==> config.mk <==
export PLATFORM = sky130hd
export DESIGN_NAME = lite_regfile_peripheral
export DESIGN_NICKNAME = d
export VERILOG_FILES = /design/src/rtl/lite_periph_pkg.sv /design/src/rtl/lite_compute_unit.sv /design/src/rtl/lite_regfile_peripheral.sv
export SDC_FILE = /design/constraint.sdc
export NUM_CORES = 1
export LEC_CHECK = 0
export CAP_MARGIN = 20
export CORE_MARGIN = 2
export CORE_UTILIZATION = 60
export DETAILED_ROUTE_END_ITERATION = 10
export GPL_TIMING_DRIVEN = 0
export PLACE_DENSITY = 0.91
export SYNTH_ARGS = -nofsm -noshare
export SYNTH_HDL_FRONTEND = slang
export SYNTH_SLANG_ARGS = --single-unit
==> constraint.sdc <==
create_clock -name clock -period 7.9 [get_ports clock]
set_clock_uncertainty 0.1 [all_clocks]
set_input_delay 1.185 -clock clock [delete_from_list [all_inputs] [get_ports clock]]
set_output_delay 1.185 -clock clock [all_outputs]
set_load 0.02 [all_outputs]
==> src/rtl/lite_periph_pkg.sv <==
// Shared types and constants for the register-file peripheral and its compute unit.
package lite_periph_pkg;

    localparam int CTRL_ADDR = 0;
    localparam int WAIT_CNT_W = 4;

    typedef enum logic [1:0] {
        S_IDLE = 2'd0,
        S_WAIT = 2'd1,
        S_RESP = 2'd2
    } state_e;

    typedef enum logic [1:0] {
        HALF         = 2'd0,
        TRIPLE_PLUS1 = 2'd1,
        IDENT        = 2'd2,
        INVERT       = 2'd3
    } mode_e;

endpackage

==> src/rtl/lite_compute_unit.sv <==
// Combinational function f(a) served for reads of the compute region; results wrap at DATA_W.
module lite_compute_unit
    import lite_periph_pkg::*;
#(
    parameter int DATA_W = 8
) (
    input  mode_e             mode,
    input  logic [DATA_W-1:0] a,
    output logic [DATA_W-1:0] f
);

    always_comb begin
        f = a;
        case (mode)
            HALF:         f = a >> 1;
            TRIPLE_PLUS1: f = a + a + a + DATA_W'(1);
            IDENT:        f = a;
            INVERT:       f = ~a;
            default:      f = a;
        endcase
    end

endmodule

==> src/rtl/lite_regfile_peripheral.sv <==
// Request/response register-file peripheral: CTRL, scratch flops and a compute region.
//   state  | meaning
//   S_IDLE | waiting for trans; request captured on accept
//   S_WAIT | counting down the configured wait states
//   S_RESP | readyout high for one cycle; writes commit on the closing edge
module lite_regfile_peripheral
    import lite_periph_pkg::*;
#(
    parameter int DATA_W = 8,
    parameter int ADDR_W = 8,
    parameter int DEPTH  = 4,
    parameter int WAIT   = 1
) (
    input  logic              clock,
    input  logic              rst_n,
    input  logic              trans,
    input  logic              write,
    input  logic [ADDR_W-1:0] waddr,
    input  logic [DATA_W-1:0] wdata,
    output logic              readyout,
    output logic [DATA_W-1:0] rdata,
    output logic              err
);

    localparam int IDX_W = (DEPTH > 1) ? $clog2(DEPTH) : 1;
    localparam logic [WAIT_CNT_W-1:0] WAIT_LOAD = WAIT_CNT_W'((WAIT > 0) ? WAIT - 1 : 0);
    localparam logic [ADDR_W-1:0] SCR_LAST = ADDR_W'(DEPTH);

    state_e                state;
    logic [WAIT_CNT_W-1:0] wait_cnt;
    logic                  cap_write;
    logic [ADDR_W-1:0]     cap_addr;
    logic [DATA_W-1:0]     cap_wdata;
    mode_e                 mode;
    logic [DATA_W-1:0]     scratch [DEPTH];

    logic              req_write;
    logic [ADDR_W-1:0] req_addr;
    logic [DATA_W-1:0] req_wdata;
    logic              is_ctrl;
    logic              is_scr;
    logic [IDX_W-1:0]  idx;
    logic [DATA_W-1:0] f_out;
    logic [DATA_W-1:0] resp_data;
    logic              resp_err;

    // With no wait states the response is formed on the accept edge, so decode the live inputs then.
    assign req_write = (state == S_IDLE) ? write : cap_write;
    assign req_addr  = (state == S_IDLE) ? waddr : cap_addr;
    assign req_wdata = (state == S_IDLE) ? wdata : cap_wdata;

    assign is_ctrl = (req_addr == ADDR_W'(CTRL_ADDR));
    assign is_scr  = !is_ctrl && (req_addr <= SCR_LAST);
    assign idx     = IDX_W'(req_addr - ADDR_W'(1));

    lite_compute_unit #(.DATA_W(DATA_W)) u_compute (
        .mode (mode),
        .a    (DATA_W'(req_addr)),
        .f    (f_out)
    );

    always_comb begin
        resp_data = '0;
        resp_err  = 1'b0;
        if (req_write) begin
            if (is_ctrl || is_scr) resp_data = req_wdata;
            else                   resp_err  = 1'b1;
        end else if (is_ctrl) begin
            resp_data = DATA_W'(mode);
        end else if (is_scr) begin
            resp_data = scratch[idx];
        end else begin
            resp_data = f_out;
        end
    end

    always_ff @(posedge clock or negedge rst_n) begin
        if (!rst_n) begin
            state     <= S_IDLE;
            wait_cnt  <= '0;
            cap_write <= 1'b0;
            cap_addr  <= '0;
            cap_wdata <= '0;
            mode      <= HALF;
            readyout  <= 1'b0;
            rdata     <= '0;
            err       <= 1'b0;
            for (int i = 0; i < DEPTH; i++) scratch[i] <= '0;
        end else begin
            case (state)
                S_IDLE: begin
                    if (trans) begin
                        cap_write <= write;
                        cap_addr  <= waddr;
                        cap_wdata <= wdata;
                        if (WAIT == 0) begin
                            state    <= S_RESP;
                            readyout <= 1'b1;
                            rdata    <= resp_data;
                            err      <= resp_err;
                        end else begin
                            state    <= S_WAIT;
                            wait_cnt <= WAIT_LOAD;
                        end
                    end
                end
                S_WAIT: begin
                    if (wait_cnt == '0) begin
                        state    <= S_RESP;
                        readyout <= 1'b1;
                        rdata    <= resp_data;
                        err      <= resp_err;
                    end else begin
                        wait_cnt <= wait_cnt - 1'b1;
                    end
                end
                S_RESP: begin
                    state    <= S_IDLE;
                    readyout <= 1'b0;
                    err      <= 1'b0;
                    if (cap_write) begin
                        if (is_ctrl)     mode         <= mode_e'(cap_wdata[1:0]);
                        else if (is_scr) scratch[idx] <= cap_wdata;
                    end
                end
                default: state <= S_IDLE;
            endcase
        end
    end

endmodule
==> git commit body, run 1 <==
Add synthesis and place-and-route results

* Hold Path Origin: readyout
- Post-cts resize count: 0
- In this run the post-CTS setup repair buffer count came out at 0.
* Final GP Congestion: 0.987
- Across the VDD grid, the largest voltage drop is 0.225 mV.
- Non-Clock Buffer Area Fraction: 8.37%
* Clkbuf count: 10
- Of the post-synthesis cell area, the dominant cell type holds 41.3%.
- The layout contains a multi-input combinational cell count of just under 300.
- Routed length on met3: 657 µm
- The final report gives the standard cell area, fillers excluded, as 4610 µm².
- Total number of placement rows: 29
* Post-cts hold-fix buffer tally: 0
* Post-placement worst setup slack: 2.90 ns
* Power drawn by the combinational cells: 1.23 mW
* Remaining global-route overflow: 0
- For the worst reg-to-reg path, the startpoint reported by OpenROAD is state[0].
- The via count of the first global-routing pass was 3496.
- For this run, the number of standard cells in the final layout without fillers is approximately 510.
* Antenna violations before repair: 0
- The largest individual stage delay along the critical path comes from the cell clkdlybuf4s50_1.
* Number of inserted diodes: 0
* Setup Total Neg Slack: 0 ns
* Count of synthesis-stage warnings from yosys: 0
* TritonCTS clock tree: built
- Top Usage Layer GRT: met2
- The flow reported a cell area power density of ~440 nW/µm².
- Final standard cell utilization of the core: 71.3%
* Non-clock inverter instance count of the final layout: 14
* Total stage count of the critical path: 13
- Biggest area cells: dfrtp_1 41%, mux2_2 15%, ha_1 3.4%, nand2_1 3.0%, nor2_1 2.5%
- Simple Share, Synth: 15.9%
- Max clock buf depth: 2
* CP most frequent cell: buf_2
- The flow ran to the end, and the final reports show no timing, DRC or antenna violations.
* Rel. slew slack: 43.8%
- Die X: 86.2 µm
- Detailed placement finished with a half-perimeter wire length of 7.68 mm.
- Per the synth stats, the proportion of register bits with asynchronous set or reset is 100%.
* Leading power group: combinational cells
* Clock latency at the later pin of the worst-skew pair: 0.36 ns
- Part of the Yosys area used for sequential elements: 41.3%
- The register with the most flip-flops in the layout has 32 of them.
* Sum of routed wire segments on met1: 4.56 mm
* Worst hold margin: approximately 0.4 ns
run_1/final_congestion.png
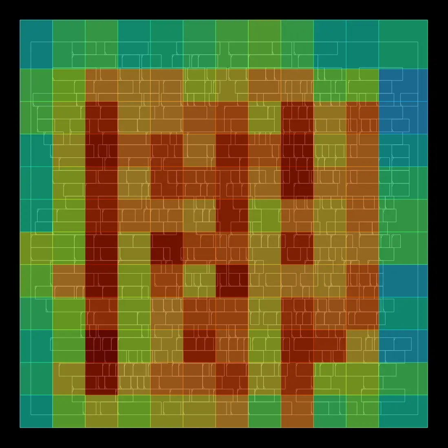
GR Layer Usage met3: 6.48%
final routed wire length divided by cell count: 20.6 µm
met1 Usage GRT: 42.3%
met2 global-route usage: 47.9%

run_1/clock_map.png
(3 px per µm)
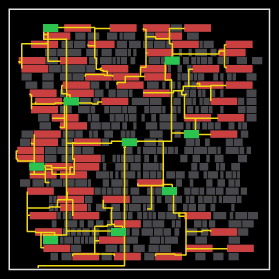
Key: flip-flops = red [count 67]; clock wires = yellow [length 840 µm]; cells driving clock nets = green [count 9]
There are 10 routed clock nets.

run_1/zoom.png
Region (55, 12) to (75, 32) µm. Cells in gray, sequential cells in the stronger gray; small squares are vias.
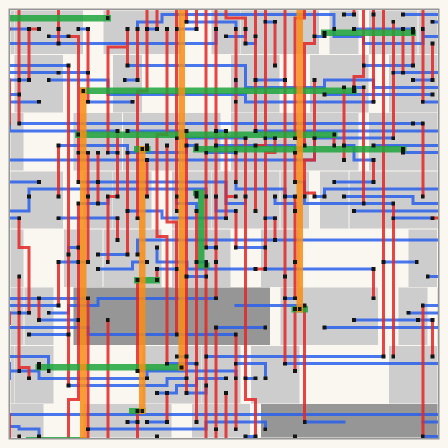
Key: met4 = orange; met2 = red; met3 = green; met1 = blue
Sequential cells in the window: 2. 44 logic cells have their middle in the window. Netlist names of flops here include `cap_addr` (2). Most frequent: ha_1 (4).

==> run 2, diff against run 1 <==
Settings changed: CORE_UTILIZATION 60 to 53, PLACE_DENSITY 0.91 to 0.86.
Clock period 7.9 ns to 3.9 ns, I/O delays scaled along.
run_2/final_congestion.png
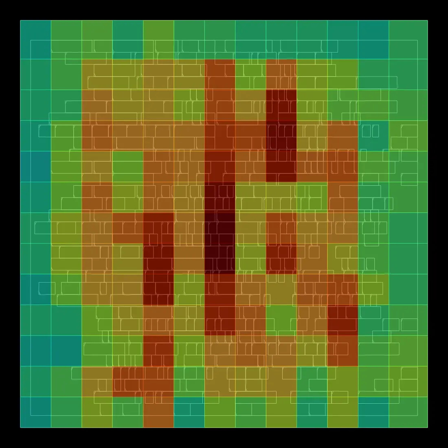
final standard cell utilization of the core: 64.2%
met1 Usage GRT: 34.7%

run_2/zoom.png
Region (59, 13) to (79, 33) µm. Cells in gray, sequential cells in the stronger gray; small squares are vias.
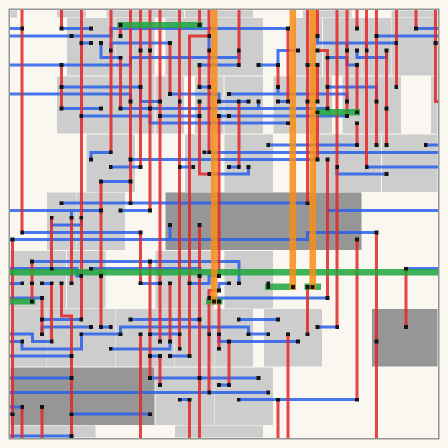
Key: met1 = blue; met3 = green; met2 = red; met4 = orange
Sequential cells in the window: 2. 33 logic cells have their middle in the window. Most frequent: a21oi_1 (4), nor2_1 (4). Netlist names of flops here include `cap_addr` (2).

==> run 2 against run 1 <==
  * Sequential share of layout area fell by 0.79 points
  * Synthesized cell count did not move
  * Worst setup slack got worse by 3.0 ns
  * Power rose by 110%
  * Die size is 13% higher
  * Register-to-register slack lost 3.6 ns
  * Clock-buffer cell count unchanged
  * Clock power went up to 2.7 times the previous value
  * Via count down 1.2%
  * Worst hold slack lost 0.16 ns
  * Cell count rose by 4.3%
  * Combinational power grew 100%
  * Critical endpoint unchanged
  * Largest cell class unchanged
==> git commit body, run 2 <==
Add synthesis and place-and-route results

- The flow ran to the end, and the final reports show no timing, DRC or antenna violations.
* Crit path cell chain: clkdlybuf4s50_1 -> or3b_1 -> and2_1 -> buf_2 -> inv_2 -> buf_4 -> ha_2 -> a211oi_2 -> buf_2 -> mux4_2 -> a221oi_1 -> o22ai_1
* Post-synthesis async set-or-reset flop share: 100%
- Counting the clock-network buffers in the layout gives 10.
- Leaving out the clock tree, the finished layout contains an inverter count of 14.
- GR Layer Usage met3: 5.15%
- Met2 global-route usage: 41.5%
- Biggest area cells: dfrtp_1 41%, mux2_2 15%, ha_1 3.4%, nand2_1 3.0%, nor2_1 2.5%
* Die Ht: about 92 µm
- The initialized floorplan defines 31 standard-cell rows.
- The pre-CTS setup check shows a worst slack of -0.477 ns.
* Power per unit of standard cell area: 899 nW/µm²
- Non-Clock Buffer Area Fraction: 8.13%
* Total stage count of the critical path: 12
* Half-perimeter wire length after placement: ~7.3 mm
- On the critical path, the stage with the largest delay is an instance of clkdlybuf4s50_1.
- Per the repair_timing log after CTS, setup buffers inserted total 0.
- Number of inserted diodes: 0
- Tap cell instance count: between 90 and 100
* Global router's overall resource usage: 26.0%
- For this run, combinational gates with multiple inputs come to between 200 and 300.
- The tree is rooted in a clkbuf_8.
- Instance area at placement: 4470 µm²
- Counting plain and timing-repair buffers in the layout gives 47.
- No sink is reached through more buffers than the 2 on the longest clock path.
- The cell that appears most often on the critical path is buf_2.
* Synthesized-area fraction occupied by xor and xnor cells: 1.94%
* Post-cts resize count: 2
- RePlAce ended its routability-driven mode at a weighted congestion of 0.947.
* Setup Total Neg Slack: 0 ns
* Combinational Area: 2260 µm²
- Looking at the VDD voltage map, the peak drop is 0.361 mV.
* Rel. slew slack: between 40% and 50%
* Post-route insts no fill: approximately 540
* Routed length on met3: 628 µm
- For this design, the CTS-stage hold fixing added 0 buffers.
- Per the timing report, the most critical flop-to-flop path originates at state[0].
- Count of synthesis-stage warnings from yosys: 0
- Die X: 91.5 µm
* Clock latency at the later pin of the worst-skew pair: 0.35 ns
* Leading power group: combinational cells
- Top-area cell type share of the netlist area: 41.3%
- After synthesis, the design contains 392 cells according to Yosys.
- Part of the Yosys area used for sequential elements: between 40% and 50%
- Final net count: 463
- Power attributed to combinational cells is 2.50 mW.
- Simple Share, Synth: 15.9%
* Final routed wire length divided by cell count: around 19 µm
* Largest register FFs: 32
* Remaining DRCs: 0
- Global routing put the most usage on met2.
- The via count of the first global-routing pass was 3228.
- Across all hold checks on the routed design, the worst slack comes to 0.231 ns.
* Remaining global-route overflow: 0
* Final Cell Area: roughly 4700 µm²
- Sum of routed wire segments on met1: roughly 4.4 mm
* Antenna violations before repair: 0
* TritonCTS clock tree: built
- Number of vias per cell: 6.29
==> run 3, diff against run 2 <==
Settings changed: SETUP_SLACK_MARGIN set to 0.3.
run_3/clock_map.png
(3 px per µm)
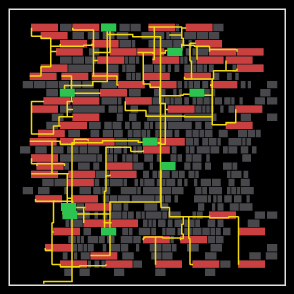
Key: cells driving clock nets = green [count 9]; clock wires = yellow [length 961 µm]; flip-flops = red [count 67]
Position of the flops: widely spread. There are 10 routed clock nets.

==> run 3 against run 2 <==
  * Area after synthesis unchanged
  * Highest routed layer unchanged
  * Die size unchanged
  * Utilization increased by 0.41 points
  * Synthesized cell count unchanged
  * Cell count is 0.19% higher
  * Sequential power barely moved
  * Sequential cell count is the same
  * Power increased by 1.3%
  * First-iteration DRC count decreased by 5.1%
  * Critical path depth increased by 1
==> git commit body, run 3 <==
Add synthesis and place-and-route results

- Layout cell share with drive strength beyond 1: 24.9%
- CTS Root Buffer Type: clkbuf_8
- The cell sequence reported for the critical path is buf_2 -> o21ai_1 -> and2_1 -> buf_4 -> inv_2 -> buf_4 -> ha_1 -> clkbuf_2 -> a211oi_2 -> clkbuf_4 -> mux4_2 -> a221oi_2 -> o22ai_1.
- For this run, the total global-route usage over all layers was measured as 26.0%.
- Setup total negative slack on the finished layout was measured at 0 ns.
* Vias in the first global route: approximately 3200
- Top Family by Delay on Critical Path: buffers and inverters
- Most numerous cell types in the synthesized netlist: 67 x dfrtp_1, 55 x mux2_2, 32 x nand2_1
* Max clock buf depth: 2
- TritonCTS built the clock tree.
- Per the OpenROAD timing report, the critical path contains 13 cells.
- Area of the core region: about 7300 µm²
- Wire length of the first global-routing pass: 16.9 mm
- GR Layer Usage met3: 5.15%
* Post-layout power: between 4 and 5 mW
- Maximum ir drop on the vdd rail: 0.366 mV
- Final GP Congestion: 0.947
* Worst hold margin: 0.232 ns
* Total of plain and repair buffers excluding clock buffers: 48
* Power drawn by the combinational cells: 2.54 mW
* Rel. slew slack: 44.0%
- Routed length on met3: 676 µm
- Non-Clock Buffer Area Fraction: 8.27%
* Met2 global-route usage: 41.7%
- Global routing consumed, on the met1 layer, 34.8% of the routing resources.
- Biggest area cells: dfrtp_1 41%, mux2_2 15%, ha_1 3.4%, nand2_1 3.0%, nor2_1 2.5%
- Register share of the cell area: between 30% and 40%
- Simple Share, Synth: 15.9%
* CP most frequent cell: buf_4
* Tally of filler cells in the layout: roughly 550
* Total number of placement rows: 31
- Looking at the reg2reg group, the worst path starts from state[0].
* Number of vias per cell: roughly 6.4
- Dominant comb cell: multiplexers
- Remaining global-route overflow: 0
* Post-cts resize count: 10
- The finished design was reported to have a net count of 464.
* Count of synthesis-stage warnings from yosys: 0
- Top-area cell type share of the netlist area: 41.3%
- The die is slightly above 90 µm tall.
- The run finished with clean final reports.
- Largest register FFs: 32
- At the end of the flow the core is filled with cells to 64.6%.
- Yosys stat counts 392 cells in the synthesized netlist.
- Final Cell Area: 4740 µm²
* Final routed wire length divided by cell count: 19.4 µm
* Number of inserted diodes: 0
- The finished layout holds 537 standard cells, fillers aside.
- Total net switching power: about 2.0 mW
* Number of buffers inserted by post-CTS setup repair: 0
- The CTS report gives the tree buffer count as 9.
- In the final layout, flip-flops and latches occupy 1680 µm².
- Setup repair after global routing left no endpoint under its margin.
- Combinational Area: approximately 2300 µm²
- After clock tree synthesis, the flow added hold-fix buffers numbering 0.
* Antenna violations before repair: 0
- The report puts the cell count of the worst reg-to-reg path at 13.
- Leaving out the clock tree, the finished layout contains an inverter count of 14.
- After synthesis, the share of flip-flops with an asynchronous set or reset is 100%.
- Net count of the mapped netlist: between 400 and 500
- Part of the Yosys area used for sequential elements: approximately two fifths
- For reference, XOR and XNOR gates occupy 1.94% of the area reported after synthesis.
- Per the cell usage report, the commonest logic cell in the layout is dfrtp_1.
- The largest register by flop count is scratch.
- Per report_power, the top consumer among the power groups is combinational cells.
* Clock latency at the later pin of the worst-skew pair: 0.35 ns
- Before CTS, the worst setup slack after placement is -0.477 ns.
- In this run the horizontal extent of the chip is about 92 µm.
* Combinational gate count: 293
- The most common cell in the synthesized netlist is dfrtp_1.
- After detailed placement, the total cell area comes to between 4000 and 5000 µm².
* Tap cell instance count: 99
- Power per unit of standard cell area: between 900 and 1000 nW/µm²
- The detailed router put a total of roughly 4.4 mm of wire on met1.
- The timing report shows that the slowest cell on the worst path is dfrtp_1.
- In the final layout, the clock buffer count is 10.
- Half-perimeter wire length after placement: 7.32 mm
* Mapped Avg Cell Area: 10.4 µm²
* Top Usage Layer GRT: met2
- TritonRoute reported its final design rule violation total as 0.
run_3/met4.png
(4 px per µm) Cells faint in the background.
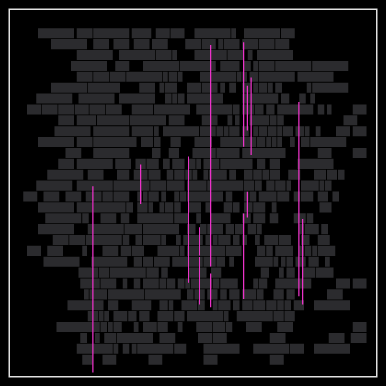
14 nets have wire on it. The layer holds 3.1% of the routed length. The wires run mostly vertical. The layer carries 321 µm of wire. The longest straight run is 55.1 µm.


==> notes/layouts.md <==
Pictures saved along the way, in no particular order.

Routed metal, one color a layer.
(4 px per µm)
picture 1
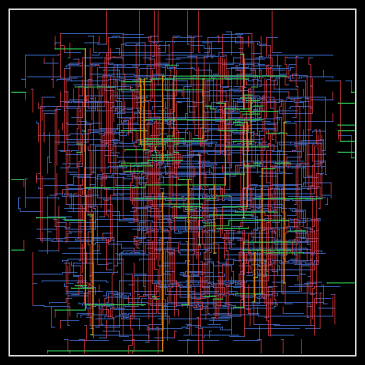
picture 2
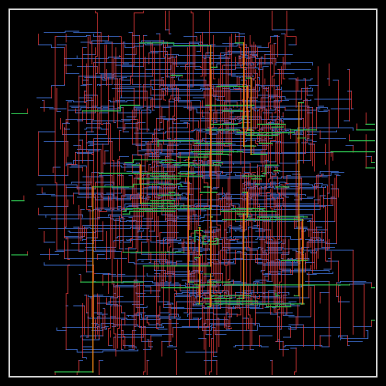
picture 1 -> run 1
picture 2 -> run 3

Power is estimated from default activity; no workload was simulated.
